Fig. 1: run 1, clock nets
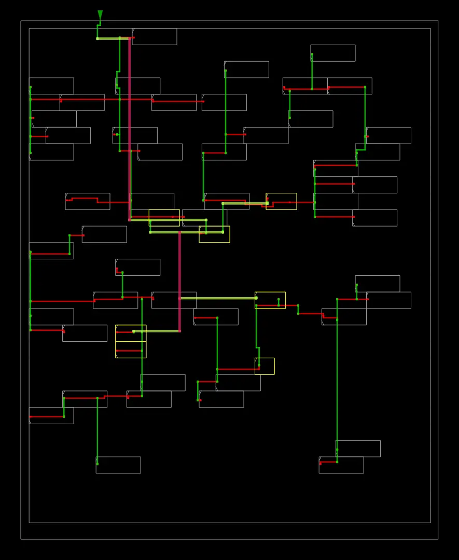
Fig. 2: run 1, wires at chosen ports, followed through buffers
Drawn at 6 px/um.
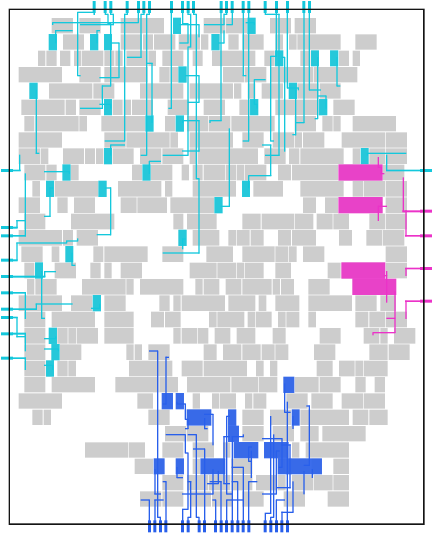
Fig. 3: run 1, metal 3
Drawn at 4 px/um. Cells faint in the background.
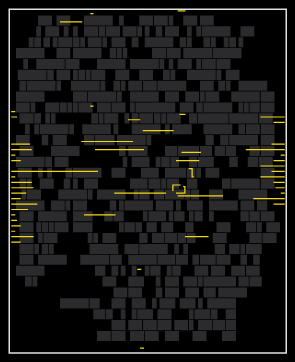
==> config.mk <==
export PLATFORM = sky130hd
export DESIGN_NAME = regrd_arbiter
export DESIGN_NICKNAME = d
export VERILOG_FILES = /design/src/rtl/regrd_pkg.sv /design/src/rtl/regrd_arbiter_rr_pick.sv /design/src/rtl/regrd_arbiter.sv
export SDC_FILE = /design/constraint.sdc
export NUM_CORES = 1
export LEC_CHECK = 0
export ABC_AREA = 0
export CAP_MARGIN = 20
export CORE_ASPECT_RATIO = 1.25
export CORE_UTILIZATION = 41
export CTS_CLUSTER_SIZE = 40
export DETAILED_ROUTE_END_ITERATION = 10
export MAX_ROUTING_LAYER = met4
export PLACE_DENSITY = 0.8
export SYNTH_ARGS = -nofsm -noshare
export SYNTH_HDL_FRONTEND = slang
export SYNTH_HIERARCHICAL = 1
export SYNTH_SLANG_ARGS = --single-unit
==> constraint.sdc <==
create_clock -name clk -period 3.85 [get_ports clk]
set_input_delay 0.5775 -clock clk [delete_from_list [all_inputs] [get_ports clk]]
set_output_delay 0.5775 -clock clk [all_outputs]
set_load 0.01 [all_outputs]
==> reports/summary.txt, run 1 <==
htree depth -> 2
iteration-0 DRC count of the detailed router -> 76
XOR/XNOR share of the synthesized area -> 0%
reg2reg setup slack -> 670 ps
ClkCell Share -> 2.628%
# setup viols final -> 0
CTS hold repair buffers -> 0
synthesized area per cell -> 8.301 um^2
Max Clock Freq -> 284.3 MHz
# DRC -> 0
Commonest Layout Cell -> clkdlybuf4s50_1
gr ovfl total -> 0
CP Launch Type -> input pin
register share of the cell area -> 27.65%
dominant kind of cell -> combinational gates
pins over their slew limit -> 0
most used routing layer -> met2
die height -> 85.58 um
CTS tree -> yes
Mux area share -> 7.537%
antenna cells -> 0
drt first pass iters -> 6
hold slack final -> 454.0 ps
#MultiIn Comb -> 203
drt wl/cell -> 14.75 um
worst path bufs/invs -> 1
maxcap violations -> 0
Critical Path AT -> 3660 ps
layout cell share with drive strength beyond 1 -> 7.733%
period utilization -> 91.37%
clkbuf count -> 6
status -> completed
Top FF cell, synth -> dfxtp_1
Init Core Util -> 42.38%
Yosys Chip Area -> 2291 um^2
AO/OA Area Share -> 18.02%
GRT Util Overall -> 23.75%
Fillers -> 481
clock slew at the register clock pins of the worst setup and hold paths -> 80 ps
Synth cell types -> 33
Synth Warn # -> 6
Top Layout Cells -> clkdlybuf4s50_1, nand2_1, dfxtp_1
Final TNS setup -> 0 ps
postcts setup bufs -> 0
Root Driver -> clkbuf_8
vias in the first global route -> 2250
Synth Seq Share -> 41.94%
chip area -> 5893 um^2
Tap Count -> 64
adder share -> 3.277%
worst hold path type -> reg2reg
Tmin final -> 3518 ps
cts repair resizes -> 0
Post-Synthesis Cells -> 276
die width -> 68.86 um
RSZ-0062 raised after global routing -> false
Non-clk bufs -> 112
asr flop ratio synth -> 0%
hpwl dp -> 4706 um
Slew @ Worst Pin -> 1036 ps
CTS sink count -> 48
Leak -> 1.313 nW
NonClk Buf Share -> 32.18%
Simple-Gate Fraction of Synth Area -> 23.43%
Pwr Total -> 2.784 mW
Hold Fails Final Rpt -> 0
placer congestion estimate -> 0.9238
Final nets -> 443
M1 GR Usage -> 28.01%
reg2reg path depth -> 8
row count -> 30
clk buf depth -> 2
hold-critical path depth -> 2
comb area leader -> simple AND/OR/NAND/NOR gates
crit-path max FO -> 9
Final ANT Viol Nets -> 0
inverter count -> 5
Crit. path cell count -> 9
via/cell ratio -> 5.285
GR Util met2 -> 40.25%
stage-log warning count -> 35
Post-Syn Area -> 2291 um^2
Latency at later pin -> 290 ps
Crit Path Class -> in2reg
combinational share of cell area -> 34.70%
Critical Path RT -> 4000 ps
initial antenna violation count -> 0
max reg flops -> 32
endpoint class of the critical path -> flop
Crit path largest cell delay -> 830 ps
Post-synth EDFFs -> 0
logic area -> 1206 um^2
critical path's top delay family -> AND-OR/OR-AND gates
first-pass GRT wire length -> 10430 um
Layout Area Growth over Synthesis -> 51.72%
CP cell instances -> clkdlybuf4s50_1, nor3b_1, mux2i_1, o22ai_1, a211oi_1, o2bb2ai_1, mux2_2, nand2_1, a41oi_1
syn_nets -> 344
Rel. slew slack -> 30.82%
register area -> 960.9 um^2
maximum vdd drop -> 0.4142 mV
Yosys Instances -> 276
Flops after synth -> 48
CP max-delay cell -> nor3b_1
Core Region -> 5405 um^2
pwr dens -> 801.0 nW/um^2
largest net degree at the start of global routing -> 34
Notes on Fig. 1 above:
Setup Skew: 5.302 ps
flop count: 48
Inserted Clock Buffers: 5
Power Clock: 0.304 mW

Notes on Fig. 2 above:
cyan -> `mux_z`  # bits 32, direction input, edge 21 north, 10 west, 1 east, end cells 32, buffers 32, wire 675 um
magenta -> `ack`  # bits 4, direction output, edge east, end cells 4, buffers 4, wire 50.4 um
blue -> `addr`  # bits 20, direction input, edge south, end cells 15, buffers 20, wire 362 um
IO buf count: 103
Ports: 108

Notes on Fig. 3 above:
longest straight run = 21.4 um
nets with wire on the layer = 47
wire length on this layer = 229 um
met3 Use GR: 4.122%
DRT Wirelength: 6477 um
DR vias: 2320

==> run 1: per-stage QoR <==
stage	area (um^2)	utilization (%)	std cells	setup WS, ps
6_report	3476	64.31	439	332.1
3_5_place_dp	3357	62.11	431	79.79
4_1_cts	3448	63.80	438	388.4
5_1_grt	3476	64.31	439	144.0
3_3_place_gp	3357	62.11	431	177.1
2_1_floorplan	2291	-	276	933.1
==> run 1: where the power goes <==
group / leakage [nW] / switching, mW / total (mW) / internal [mW]
logic: 0.869 / 0.904 / 1.70 / 0.795
registers: 0.396 / 0.104 / 0.780 / 0.676
clock network: 0.0473 / 0.161 / 0.304 / 0.143
total: 1.31 / 1.17 / 2.78 / 1.62
==> run 1: synthesized netlist by cell type (5+ instances only) <==
cell / instances / area (um^2)
a21oi_1: 34 / 170.2
a41oi_1: 5 / 43.79
buf_2: 6 / 30.03
clkbuf_1: 9 / 33.78
dfxtp_1: 48 / 960.9
ha_1: 6 / 75.07
inv_1: 5 / 18.77
mux2_2: 8 / 90.09
mux2i_1: 6 / 60.06
nand2_1: 78 / 292.8
nand2b_1: 6 / 37.54
nand3_1: 6 / 30.03
nor2_1: 11 / 41.29
nor2b_1: 6 / 37.54
o21bai_1: 5 / 37.54
o22ai_1: 6 / 37.54
==> run 1: routing by layer <==
metal	share of wire, %	vias to the layer above	wire length (um)
met3	3.5	11	229
met1	41	1103	2649
met5	0	-	0
met2	54	65	3484
met4	1.8	0	114
li1	-	1141	-
==> run 1: worst min-delay path: cells and delay by family (launching register included) <==
family,cells,cell delay (ps)
and+or+nand+nor,1,50
DFF,1,320
AOI/OAI and AO/OA,1,50
## Run 2: what changed since run 1
--- a/config.mk
+++ b/config.mk
@@ -9,6 +9,7 @@
 export CAP_MARGIN = 20
 export CORE_ASPECT_RATIO = 1.25
 export CORE_UTILIZATION = 41
+export CTS_BUF_LIST = sky130_fd_sc_hd__clkbuf_4 sky130_fd_sc_hd__clkbuf_8 sky130_fd_sc_hd__clkbuf_16
 export CTS_CLUSTER_SIZE = 40
 export DETAILED_ROUTE_END_ITERATION = 10
 export MAX_ROUTING_LAYER = met4
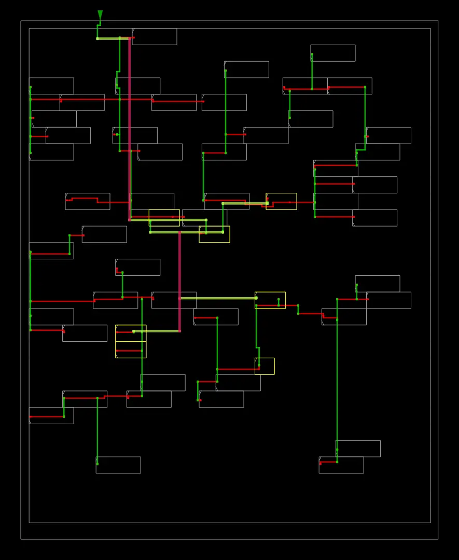
Fig. 4. Clock nets (run 2).
CTS sink count: 48
Latency at later pin: 290 ps
clkbuf count: 6

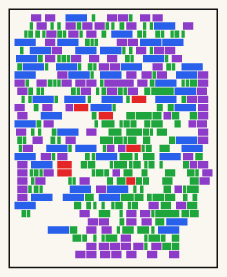
Fig. 5. Placement by cell class (run 2).
Drawn at 3 px/um.
red -> clock drivers and dummy loads  # cells 7, share of their area 2.7%
blue -> sequential cells  # cells 48, share of their area 28%
purple -> remaining buffers and delay cells  # cells 112, share of their area 33%
green -> combinational and other logic  # cells 208, share of their area 36%
Core Region: 5405 um^2
register share of the cell area: 27.65%
row count: 30
final instance area: 3476 um^2

==> reports/summary.txt, run 2 <==
largest net degree at the start of global routing -> 34 (unchanged)
Post-synth EDFFs -> 0 (unchanged)
htree depth -> 2 (unchanged)
AO/OA Area Share -> 18.02% (unchanged)
biggest area cells -> dfxtp_1, nand2_1, a21oi_1
clk buf depth -> 2 (unchanged)
hold-critical path depth -> 2 (unchanged)
Synth Seq Share -> 41.94% (unchanged)
maximum vdd drop -> 0.4142 mV (unchanged)
Leak -> 1.313 nW (unchanged)
Critical Path AT -> 3660 ps (about the same)
worst hold path type -> reg2reg
Synth cell types -> 33 (unchanged)
antenna cells -> 0 (unchanged)
RSZ-0062 raised after global routing -> false
stage-log warning count -> 35 (unchanged)
period utilization -> 91.37% (unchanged)
iteration-0 DRC count of the detailed router -> 76 (unchanged)
CP cell instances -> clkdlybuf4s50_1, nor3b_1, mux2i_1, o22ai_1, a211oi_1, o2bb2ai_1, mux2_2, nand2_1, a41oi_1
critical path's top delay family -> AND-OR/OR-AND gates
Hold Fails Final Rpt -> 0 (unchanged)
hpwl dp -> 4706 um (unchanged)
Top FF cell, synth -> dfxtp_1
Critical Path RT -> 4000 ps (about the same)
pins over their slew limit -> 0 (unchanged)
gr ovfl total -> 0 (unchanged)
Init Core Util -> 42.38% (unchanged)
first-pass GRT wire length -> 10430 um (unchanged)
IO buf count -> 103 (unchanged)
CP Launch Type -> input pin
CP max-delay cell -> nor3b_1
adder share -> 3.277% (unchanged)
Slew @ Worst Pin -> 1036 ps (unchanged)
logic area -> 1206 um^2 (unchanged)
hold slack final -> 454.0 ps (unchanged)
Ports -> 108 (unchanged)
Crit. path cell count -> 9 (unchanged)
Commonest Layout Cell -> clkdlybuf4s50_1
Crit Path Class -> in2reg
Max Clock Freq -> 284.3 MHz (unchanged)
Synth top area share -> 41.94% (unchanged)
Top Layout Cells -> clkdlybuf4s50_1, nand2_1, dfxtp_1
Final ANT Viol Nets -> 0 (unchanged)
Final nets -> 443 (unchanged)
synthesized area per cell -> 8.301 um^2 (unchanged)
endpoint class of the critical path -> flop
die height -> 85.58 um (unchanged)
crit-path max FO -> 9 (unchanged)
Layout Area Growth over Synthesis -> 51.72% (unchanged)
worst path bufs/invs -> 1 (unchanged)
# setup viols final -> 0 (unchanged)
Crit path largest cell delay -> 830 ps (about the same)
reg2reg path depth -> 8 (unchanged)
# DRC -> 0 (unchanged)
Mux area share -> 7.537% (unchanged)
initial antenna violation count -> 0 (unchanged)
DR vias -> 2320 (unchanged)
Rel. slew slack -> 30.82% (unchanged)
Tmin final -> 3518 ps (unchanged)
Synth top cell by count -> nand2_1
pwr dens -> 801.0 nW/um^2 (unchanged)
placer congestion estimate -> 0.9238 (unchanged)
reg2reg setup slack -> 670 ps (about the same)
vias in the first global route -> 2250 (unchanged)
status -> completed
syn_nets -> 344 (unchanged)
via/cell ratio -> 5.285 (unchanged)
GRT Util Overall -> 23.75% (unchanged)
cts repair resizes -> 0 (unchanged)
CTS hold repair buffers -> 0 (unchanged)
DRT Wirelength -> 6477 um (unchanged)
comb area leader -> simple AND/OR/NAND/NOR gates
drt first pass iters -> 6 (unchanged)
asr flop ratio synth -> 0% (unchanged)
Post-Synthesis Cells -> 276 (unchanged)
maxcap violations -> 0 (unchanged)
Setup Skew -> 5.302 ps (unchanged)
drt wl/cell -> 14.75 um (unchanged)
Fillers -> 481 (unchanged)
Simple-Gate Fraction of Synth Area -> 23.43% (unchanged)
synth cell count leaders -> nand2_1, dfxtp_1, a21oi_1
layout cell share with drive strength beyond 1 -> 7.733% (unchanged)
Inserted Clock Buffers -> 5 (unchanged)
clock slew at the register clock pins of the worst setup and hold paths -> 80 ps (about the same)
max reg flops -> 32 (unchanged)
XOR/XNOR share of the synthesized area -> 0% (unchanged)
Post-Syn Area -> 2291 um^2 (unchanged)
CTS tree -> yes
Final TNS setup -> 0 ps (unchanged)
Flops after synth -> 48 (unchanged)
chip area -> 5893 um^2 (unchanged)
Synth Warn # -> 6 (unchanged)
Root Driver -> clkbuf_8
register area -> 960.9 um^2 (unchanged)
postcts setup bufs -> 0 (unchanged)
die width -> 68.86 um (unchanged)
Yosys Instances -> 276 (unchanged)
area leader, netlist -> dfxtp_1
Yosys Chip Area -> 2291 um^2 (unchanged)
-- run 2: layout make-up --
cell class                      count  area share [%]
Sequential cell                    48           27.65
Multi-Input combinational cell    203           34.70
Inverter                            5          0.5400
Tap cell                           64           2.304
Clock buffer                        6           2.376
Clock inverter                      1          0.2520
Timing Repair Buffer              112           32.18
-- run 2: worst reg2reg max path: stages, from the launching register on --
cell and delay, ps:
dfxtp_1 370, nor3b_1 850, mux2i_1 350, o22ai_1 220, a211oi_1 100, o2bb2ai_1 550, mux2_2 400, nand2_1 80
a41oi_1 110
-- run 2: per-layer routing --
layer	track usage (%)	wire, um	vias to the layer above
met3	4.122	229	11
li1	-	-	1141
met2	40.25	3484	65
met4	6.865	114	0
met1	28.01	2649	1103
met5	-	0	-
-- run 2: logic make-up after synthesis --
| logic type | Yosys count |
|---|---|
| fa+ha+maj | 6 |
| compound gates | 63 |
| buf+inv | 25 |
| flops | 48 |
| simple gates | 119 |
| mux | 15 |
-- run 2: report_power, final --
| group | switching, mW | internal (mW) |
|---|---|---|
| Sequential | 0.104 | 0.676 |
| Combinational | 0.904 | 0.795 |
| Clock | 0.161 | 0.143 |
-- run 2: metrics by stage --
step / instance area (um^2) / setup WS [ps] / instances / total power, mW
CTS: 3448 / 388.4 / 438 / 2.740
finish: 3476 / 332.1 / 439 / 2.784
floorplan: 2291 / 933.1 / 276 / 1.830
global route: 3476 / 144.0 / 439 / 2.985
global placement: 3357 / 177.1 / 431 / 2.383
detailed placement: 3357 / 79.79 / 431 / 2.426
Power figures rest on the tool's default switching activity, not on a simulated workload.
